==> src/rtl/serial_addsub_pkg.sv <==
// Shared types and constants for the bit-serial adder/subtractor.
package serial_addsub_pkg;

  typedef enum logic {
    IDLE = 1'b0,
    RUN  = 1'b1
  } state_t;

  localparam logic MODE_ADD = 1'b0;
  localparam logic MODE_SUB = 1'b1;

endpackage

==> src/rtl/full_adder_cell.sv <==
// Combinational 1-bit full adder used for each serial bit position.
module full_adder_cell (
  input  logic a,
  input  logic b,
  input  logic cin,
  output logic sum,
  output logic cout
);

  assign sum  = a ^ b ^ cin;
  assign cout = (a & b) | (a & cin) | (b & cin);

endmodule

==> src/rtl/serial_addsub.sv <==
// Bit-serial add/subtract, LSB first: one word per WIDTH cycles with a
// parallel result, carry and signed overflow reported on a done pulse.
module serial_addsub
  import serial_addsub_pkg::*;
#(
  parameter int WIDTH = 8
) (
  input  logic             clk,
  input  logic             rst_n,
  input  logic             start,
  input  logic             mode,
  input  logic             in_A,
  input  logic             in_B,
  output logic             sum_bit,
  output logic [WIDTH-1:0] sum_word,
  output logic             carry_out,
  output logic             overflow,
  output logic             done,
  output logic             busy
);

  localparam int             CW   = $clog2(WIDTH);
  localparam logic [CW-1:0]  LAST = CW'(WIDTH - 1);

  state_t           state;
  logic [CW-1:0]    cnt;
  logic             carry;
  logic             mode_q;
  logic [WIDTH-1:0] shreg;

  logic accept, active, eff_mode, cin, b_eff, s, co;

  // Bit 0 is processed in the accepting cycle, so it uses the live mode
  // input for both the B inversion and the carry-in.
  assign accept   = (state == IDLE) && start;
  assign active   = accept || (state == RUN);
  assign eff_mode = (state == IDLE) ? mode : mode_q;
  assign cin      = (state == IDLE) ? (mode == MODE_SUB) : carry;
  assign b_eff    = in_B ^ eff_mode;
  assign busy     = (state == RUN);

  full_adder_cell u_fa (
    .a   (in_A),
    .b   (b_eff),
    .cin (cin),
    .sum (s),
    .cout(co)
  );

  // NOTE: every register here uses non-blocking assignment so all state
  // samples the pre-edge values; blocking would chain updates in one edge.
  // NOTE: the shift register is reset explicitly because it is a handful of
  // flops, not a RAM; a partial word must never surface after reset.
  always_ff @(posedge clk or negedge rst_n) begin
    if (!rst_n) begin
      state     <= IDLE;
      cnt       <= '0;
      carry     <= 1'b0;
      mode_q    <= MODE_ADD;
      shreg     <= '0;
      sum_bit   <= 1'b0;
      sum_word  <= '0;
      carry_out <= 1'b0;
      overflow  <= 1'b0;
      done      <= 1'b0;
    end else begin
      done <= 1'b0;
      if (active) begin
        sum_bit <= s;
        carry   <= co;
        shreg   <= {s, shreg[WIDTH-1:1]};
      end
      case (state)
        IDLE: begin
          if (start) begin
            mode_q <= mode;
            cnt    <= CW'(1);
            state  <= RUN;
          end
        end
        RUN: begin
          if (cnt == LAST) begin
            state     <= IDLE;
            cnt       <= '0;
            carry     <= 1'b0;
            sum_word  <= {s, shreg[WIDTH-1:1]};
            carry_out <= co;
            overflow  <= cin ^ co;
            done      <= 1'b1;
          end else begin
            cnt <= cnt + CW'(1);
          end
        end
        default: state <= IDLE;
      endcase
    end
  end

endmodule

==> config.mk <==
export PLATFORM = sky130hd
export DESIGN_NAME = serial_addsub
export DESIGN_NICKNAME = d
export VERILOG_FILES = /design/src/rtl/serial_addsub_pkg.sv /design/src/rtl/full_adder_cell.sv /design/src/rtl/serial_addsub.sv
export SDC_FILE = /design/constraint.sdc
export NUM_CORES = 1
export LEC_CHECK = 0
export CAP_MARGIN = 15
export CORE_MARGIN = 3
export CORE_UTILIZATION = 50
export DETAILED_ROUTE_END_ITERATION = 10
export PLACE_DENSITY = 0.75
export SLEW_MARGIN = 25
export SYNTH_ARGS = -nofsm -noshare
export SYNTH_HDL_FRONTEND = slang
export SYNTH_SLANG_ARGS = --single-unit
==> constraint.sdc <==
create_clock -name clk -period 2.45 [get_ports clk]
set_input_delay 0.245 -clock clk [delete_from_list [all_inputs] [get_ports clk]]
set_output_delay 0.245 -clock clk [all_outputs]
set_load 0.05 [all_outputs]
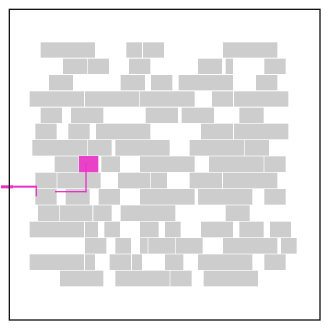
Run 1: I/O nets highlighted
(6 px per um)
in_B: drawn in magenta, direction input, end cells 1, buffers 1, wire 15.3 um.
num ports: 19
number of port buffers: 18

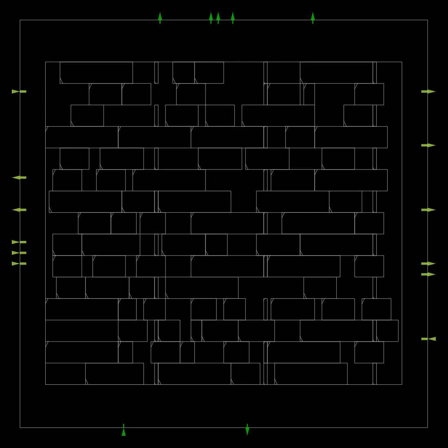
Run 1: cell placement
total number of placement rows: 15
Taps Inserted: 25

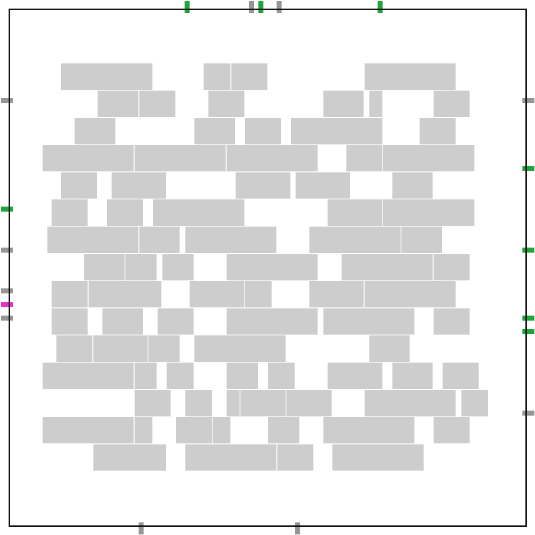
Run 1: I/O pins on the die edge
(10 px per um) Pins as bars across the die edge, other pins in gray.
in_B: drawn in magenta, pins 1, direction input, edge left. sum_word: drawn in green, pins 8, direction output, edge 4 right, 3 top, 1 left.
All pins by edge: 6 left, 6 right, 5 top, 2 bottom.
die width: 51.5 um
die height: 51.5 um

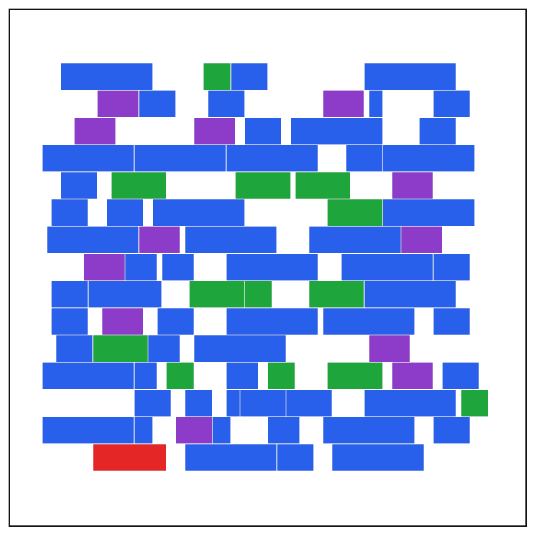
Run 1: cell sizes after repair
(10 px per um)
_0 and _1 cells: drawn in blue, cells 58, share 69%. _2 cells: drawn in purple, cells 12, share 14%. _3 and _4 cells: drawn in green, cells 13, share 15%. _6 and larger: drawn in red, cells 1, share 1.2%.
layout overhead on the synthesized area: 21.8%
Signal buffers: 20
summed area of non-filler cells in the final layout: 1260 um^2
final setup slack of the worst path: 0.426 ns

==> notes.md, run 1 <==
Implementation results. The total area inside the core boundary comes to 1840 um^2. The most common logic cell in the final layout is sky130_fd_sc_hd__dfrtp_1. From the final report, the count of setup violators was given as 0. sky130_fd_sc_hd__dfrtp_1 takes more of the synthesized area than any other cell.

Largest net degree at the start of global routing landed at 25. For the finished layout, the period the worst path requires is 2.02 ns. Cell area reported after detailed placement landed at 1240 um^2. The global route stage reports its total congestion overflow as 0. Max fanout on the critical path was recorded as 9. Listed in order, past its start point the critical path passes buf_4, clkdlybuf4s50_1.

Global routing usage summed across all routing layers landed at 14.9%. The area taken by multi-input combinational cells is reported as 410 um^2. In the final layout, the registers with the most flip-flops are sum_word: 8 flops, shreg: 6 flops, cnt: 3 flops. Buffers inserted during post-CTS setup optimization landed at 0. Area share of the largest cell type after synthesis landed at 57.9%. TritonCTS built the clock tree. After layout, the inverter instance count without clock inverters stands at 1. Initial antenna violation count landed at 0.

According to the Yosys statistics, the synthesized design has a chip area of 1040 um^2. In the layout the commonest cells are sky130_fd_sc_hd__dfrtp_1, sky130_fd_sc_hd__clkdlybuf4s50_1, sky130_fd_sc_hd__mux2_2. Clock sink total landed at 24. Clock-pin slew on the worst setup and hold paths landed at 0.12 ns. Maximum number of buffers from clock root to sink landed at 2. The worst register-to-register path has a depth of 5. Post-place setup slack landed at 0.443 ns. The layer flagged by global routing as most heavily used is met2. The layout contains a multi-input combinational cell count of 36.

Met1 capacity usage during global routing landed at 17.3%. More flip-flops sit in one register than any other, and that register is sum_word. For this block, wires on met1 add up to 732 um. Share of layout cells above drive strength 1 landed at 31.0%. Combinational fraction of the cell area landed at 32.5%. In this run the critical register-to-register path is launched from busy.

Count of buffering cells on the critical path with inverters included landed at 2. Number of diodes landed at 0.

The register with the most flip-flops in the layout has 8 of them. In this run the top signal layer used is met4. The run finished with clean final reports. The largest individual stage delay along the critical path comes from the cell sky130_fd_sc_hd__clkdlybuf4s50_1. The critical path ends at busy. Arrival time of the worst setup path landed at 1.78 ns. By count the netlist is led by sky130_fd_sc_hd__dfrtp_1, sky130_fd_sc_hd__mux2_2, sky130_fd_sc_hd__mux2_4. In the setup report, the worst path falls into the class reg2out. Clock latency at the later pin of the worst-skew pair landed at 0.30 ns.

According to the report, the first pass of detailed routing completed in 4 iterations. Met2 routed wirelength landed at 757 um. The final report gives the core utilization as 68.7%. The transition time recorded at the tightest slew-check pin is 0.497 ns. The synthesis stat section lists a flop and latch total of 24. Net count of the mapped netlist landed at 72.

After detailed routing, the average wire length per cell comes to 14.7 um. Met2 track utilization from global routing landed at 24.6%. Worst stage delay on the critical path landed at 0.82 ns. For this block, the initial DRC count from the detailed router was 4. The via count of the first global-routing pass came to 620. In the synthesized netlist, the dominant kind of combinational cell is multiplexers.

Hold-check failures listed in the final report amount to 0. Depth of the critical timing path with buffers and inverters included landed at 2. In the final design, more cell area goes to sequential cells than to any other class. In this run, the synthesized area fraction spent on and/or/nand/nor cells is recorded as 3.62%. Before placement the cells fill 56.4% of the core. In the finished design, the share of the clock period the worst path needs comes to 82.6%.
Run 1, metal layers overlaid:
(10 px per um) Two of the layers only.
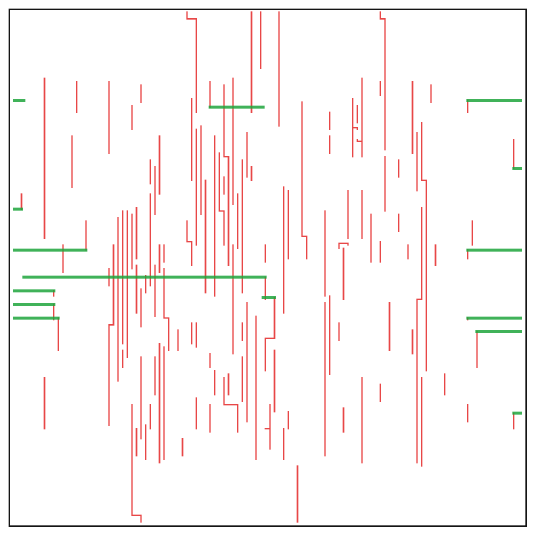

--- run 2 (diff from run 1) ---
--- a/config.mk
+++ b/config.mk
@@ -7,9 +7,9 @@
 export LEC_CHECK = 0
 export CAP_MARGIN = 15
 export CORE_MARGIN = 3
-export CORE_UTILIZATION = 50
+export CORE_UTILIZATION = 45
 export DETAILED_ROUTE_END_ITERATION = 10
-export PLACE_DENSITY = 0.75
+export PLACE_DENSITY = 0.71
 export SLEW_MARGIN = 25
 export SYNTH_ARGS = -nofsm -noshare
 export SYNTH_HDL_FRONTEND = slang
==> constraint.sdc (replaced) <==
create_clock -name clk -period 1.7 [get_ports clk]
set_input_delay 0.17 -clock clk [delete_from_list [all_inputs] [get_ports clk]]
set_output_delay 0.17 -clock clk [all_outputs]
set_load 0.05 [all_outputs]
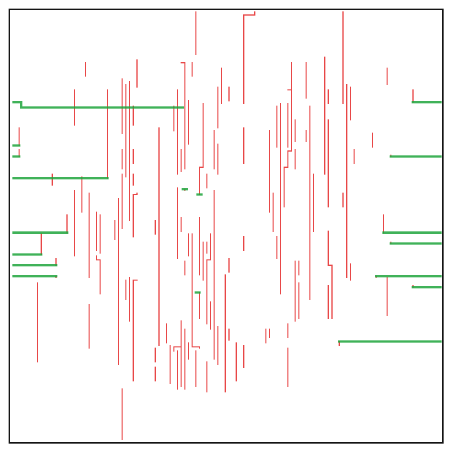
Run 2: metal layers overlaid
(8 px per um) Two of the layers only.
metal 3: drawn in green, wire length 104 um. metal 2: drawn in red, wire length 707 um.
Tot GR Track Use: 14.0%
Post-Route WL: 1680 um
routed length per instance: 14.6 um
via count: 565

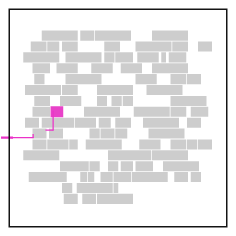
Run 2: I/O nets highlighted
(4 px per um)
in_B: drawn in magenta, direction input, end cells 1, buffers 1, wire 12.7 um.

==> notes.md, run 2 <==
Implementation results. The flow ran to the end, and the final reports show no timing, DRC or antenna violations. The combinational fraction of the cell area is 31.3% (-1.2 points). The net count of the mapped netlist is 72 (unchanged).

Cell area reported after detailed placement landed at 1260 um^2 (+1.9%). met2 is the most crowded layer. Clock latency at the later pin of the worst-skew pair landed at 0.32 ns (+0.02 ns). The via count of the first global-routing pass came to 595 (-4.0%). Area share of the largest cell type after synthesis landed at 57.9% (unchanged). The largest registers in the layout are sum_word: 8 flops, shreg: 6 flops, cnt: 3 flops. The area of the synthesized netlist per yosys stat is 1040 um^2 (unchanged). The capture point of the critical path was reported as overflow. The buffers inserted during post-CTS setup optimization came to 0 (unchanged). Number of signal-net buffers in the layout landed at 23 (+15%).

Area of the multi-input gates landed at 417 um^2 (+1.5%). Biggest fanout along the worst timing path landed at 2 (-7). The final setup violation count was 0 (unchanged). The number of diodes came to 0 (unchanged). The share of layout cells above drive strength 1 is 38.6% (+7.7 points). The highest metal layer carrying signal wires in the routed design is met4.

Fraction of the core area occupied by cells at floorplan landed at 50.3% (-6.1 points). The final design utilization came to 64.6% (-4.1 points). By instance count after routing, the leading logic cell types are sky130_fd_sc_hd__dfrtp_1, sky130_fd_sc_hd__mux2_2, sky130_fd_sc_hd__clkdlybuf4s50_1.

Number of flip-flops in the largest register landed at 8 (unchanged). Core outline area landed at 2060 um^2 (+12%). The met2 track utilization from global routing is 20.2% (-4.4 points). The clock-pin slew on the worst setup and hold paths came to 0.14 ns (+0.02 ns).

The final timing summary puts the cycle share of the worst path at 97.3%. The fraction of the mapped netlist area in simple logic gates was 3.62% (unchanged). Smallest setup slack after layout landed at 0.0456 ns (-0.381 ns). Area growth from synthesis to layout landed at 28.5%. Sum of overflow across all layers after global routing landed at 0 (unchanged). Yosys reports that the most numerous cell types are sky130_fd_sc_hd__dfrtp_1, sky130_fd_sc_hd__mux2_2, sky130_fd_sc_hd__mux2_4. The post-place setup slack was -0.165 ns (-0.608 ns). Among all stages on the critical path, the largest delay is contributed by sky130_fd_sc_hd__clkdlybuf4s50_1.

Largest net degree at the start of global routing landed at 25 (unchanged). The layout inverter count without the clock tree came to 1 (unchanged). The worst register-to-register path begins at busy. Number of top-level pins landed at 19 (unchanged). The total of flip-flops plus latches after synthesis is 24 (unchanged). Looking at the setup timing report, the critical path kind is reg2out. The clock sink total is 24 (unchanged). Number of multi-input logic gates landed at 36 (unchanged). The overall die width came to 54.0 um (+4.8%). Yosys shows that the main logic family after synthesis is multiplexers. The count of buffering cells on the critical path with inverters included is 1 (-1). Design area landed at 1330 um^2 (+5.4%).

Die height landed at 54.0 um (+4.8%). Met2 routed wirelength landed at 706 um (-6.7%). The final hold violation count is 0 (unchanged). Looking at area per cell type in the netlist, the leader is sky130_fd_sc_hd__dfrtp_1. Arrival time of the worst setup path landed at 1.48 ns (-0.30 ns). Length of the first detailed-routing pass in iterations landed at 4 (unchanged). The count of port buffers added during placement is 18 (unchanged). Maximum number of buffers from clock root to sink landed at 2 (unchanged). By area, the class that comes first in the final layout consists of sequential cells. The slew at the pin closest to its max-slew limit was 0.504 ns (+0.00680 ns). TritonCTS built the clock tree. The largest register by flop count is sum_word. The worst reg-to-reg path cell count was 4 (-1).

Leaving out fill and tap cells, the most frequent cell in the layout is sky130_fd_sc_hd__dfrtp_1.
Run 2, cell placement:
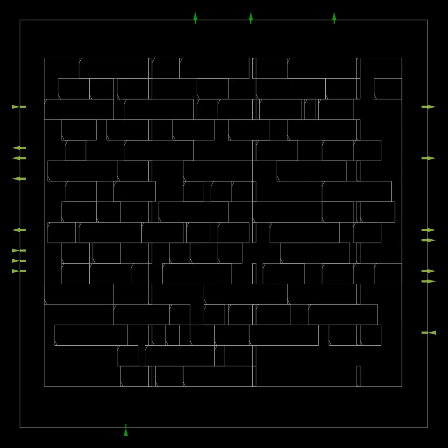

--- run 3 (diff from run 2) ---
--- a/config.mk
+++ b/config.mk
@@ -6,10 +6,10 @@
 export NUM_CORES = 1
 export LEC_CHECK = 0
 export CAP_MARGIN = 15
-export CORE_MARGIN = 3
+export CORE_MARGIN = 2
 export CORE_UTILIZATION = 45
 export DETAILED_ROUTE_END_ITERATION = 10
-export PLACE_DENSITY = 0.71
+export PLACE_DENSITY = 0.77
 export SLEW_MARGIN = 25
 export SYNTH_ARGS = -nofsm -noshare
 export SYNTH_HDL_FRONTEND = slang
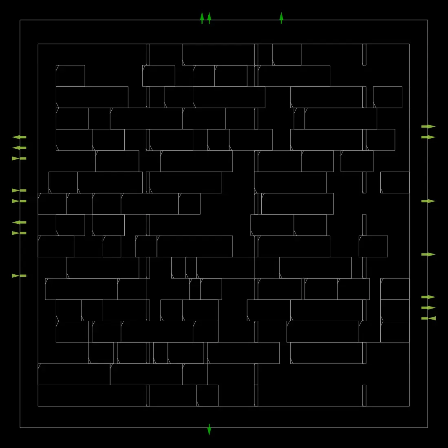
Run 3: cell placement
Core Area: 2190 um^2
total number of placement rows: 17
share of the final layout cell area in sequential cells: 46.2%

==> notes.md, run 3 <==
Implementation results. Net count of the mapped netlist landed at 72 (unchanged). Number of top-level pins landed at 19 (unchanged). Clock tree synthesis selected as its root buffer the cell sky130_fd_sc_hd__clkbuf_4. Die height landed at 52.0 um (-3.7%). Number of multi-input logic gates landed at 36 (unchanged). Smallest setup slack after layout landed at 0.0251 ns (-0.0205 ns). In the layout the commonest cells are sky130_fd_sc_hd__dfrtp_1, sky130_fd_sc_hd__clkdlybuf4s50_1, sky130_fd_sc_hd__mux2_2.

Area share of xor/xnor cells in the synthesized design landed at 1.69%. The number of diodes came to 0 (unchanged). The share of layout cells above drive strength 1 came to 36.8% (-1.9 points). The largest registers in the layout are sum_word: 8 flops, shreg: 6 flops, cnt: 3 flops. The design area is 1300 um^2 (-2.3%).

Per the detail_route log, the uppermost layer with routed signals is met3. Per the cell usage report, the commonest logic cell in the layout is sky130_fd_sc_hd__dfrtp_1. The fraction of the core area occupied by cells at floorplan is 47.3% (-3.0 points). Met2 routed wirelength landed at 762 um (+7.9%). Count of buffering cells on the critical path with inverters included landed at 0 (-1). Clock-pin slew on the worst setup and hold paths landed at 0.13 ns (about the same).

The area share of the largest cell type after synthesis is 57.9% (unchanged). Largest net degree at the start of global routing landed at 25 (unchanged). Arrival time of the worst setup path landed at 1.86 ns (+0.38 ns). Worst reg-to-reg path cell count landed at 4 (unchanged).

The fraction of the mapped netlist area in simple logic gates was 3.62% (unchanged). The count of port buffers added during placement is 18 (unchanged). The most common cell in the synthesized netlist is sky130_fd_sc_hd__dfrtp_1. The cell type that accounts for the most area after synthesis is sky130_fd_sc_hd__dfrtp_1. The cell area reported after detailed placement was 1270 um^2 (+0.49%).

Sum of overflow across all layers after global routing landed at 0 (unchanged). The maximum number of buffers from clock root to sink was 2 (unchanged). Final design utilization landed at 59.5% (-5.2 points).

The clock sink total came to 24 (unchanged). The startpoint identified for the worst register-to-register timing path is busy. The biggest fanout along the worst timing path came to 3 (+1).

Routed via count landed at 578 (+2.3%). By area, the combinational part of the netlist is dominated by multiplexers. The final hold violation count was 0 (unchanged). Number of tap instances landed at 28. The total of flip-flops plus latches after synthesis came to 24 (unchanged). The number of signal-net buffers in the layout is 22 (-4.3%). The final setup violation count is 0 (unchanged). STA classifies the critical path endpoint as a flip-flop. sum_word holds more flip-flops than any other register. Area of the multi-input gates landed at 413 um^2 (-0.90%). The overall die width is 52.0 um (-3.7%).

Detailed-route wire length per cell landed at 13.1 um (-10%). Number of flip-flops in the largest register landed at 8 (unchanged). Layout inverter count without the clock tree landed at 1 (unchanged). Area of the synthesized netlist per yosys stat landed at 1040 um^2 (unchanged).

The combinational fraction of the cell area came to 31.7% (+0.43 points). For this design, the slowest cell found on the critical path is sky130_fd_sc_hd__fa_2. Met2 track utilization from global routing landed at 22.2% (+2.0 points). For reference, the top cells by count after synthesis are sky130_fd_sc_hd__dfrtp_1, sky130_fd_sc_hd__mux2_2, sky130_fd_sc_hd__mux2_4.

The total wire length is 1510 um (-10%). The run finished with clean final reports. Looking at the area split, the leading class of cells is sequential cells. Final critical-path share of the clock period landed at 98.5% (+1.2 points). Buffers inserted during post-CTS setup optimization landed at 0 (unchanged). Dividing the synthesized area by the synthesized cell count gives 16.5 um^2.

In the setup report, the worst path falls into the class reg2reg.
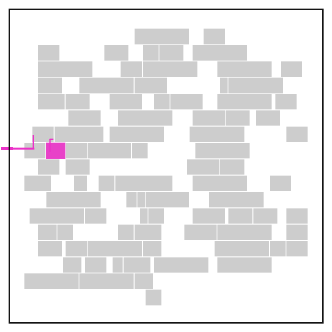
Run 3: I/O nets highlighted
(6 px per um)
in_B: drawn in magenta, direction input, end cells 1, buffers 1, wire 8.20 um.

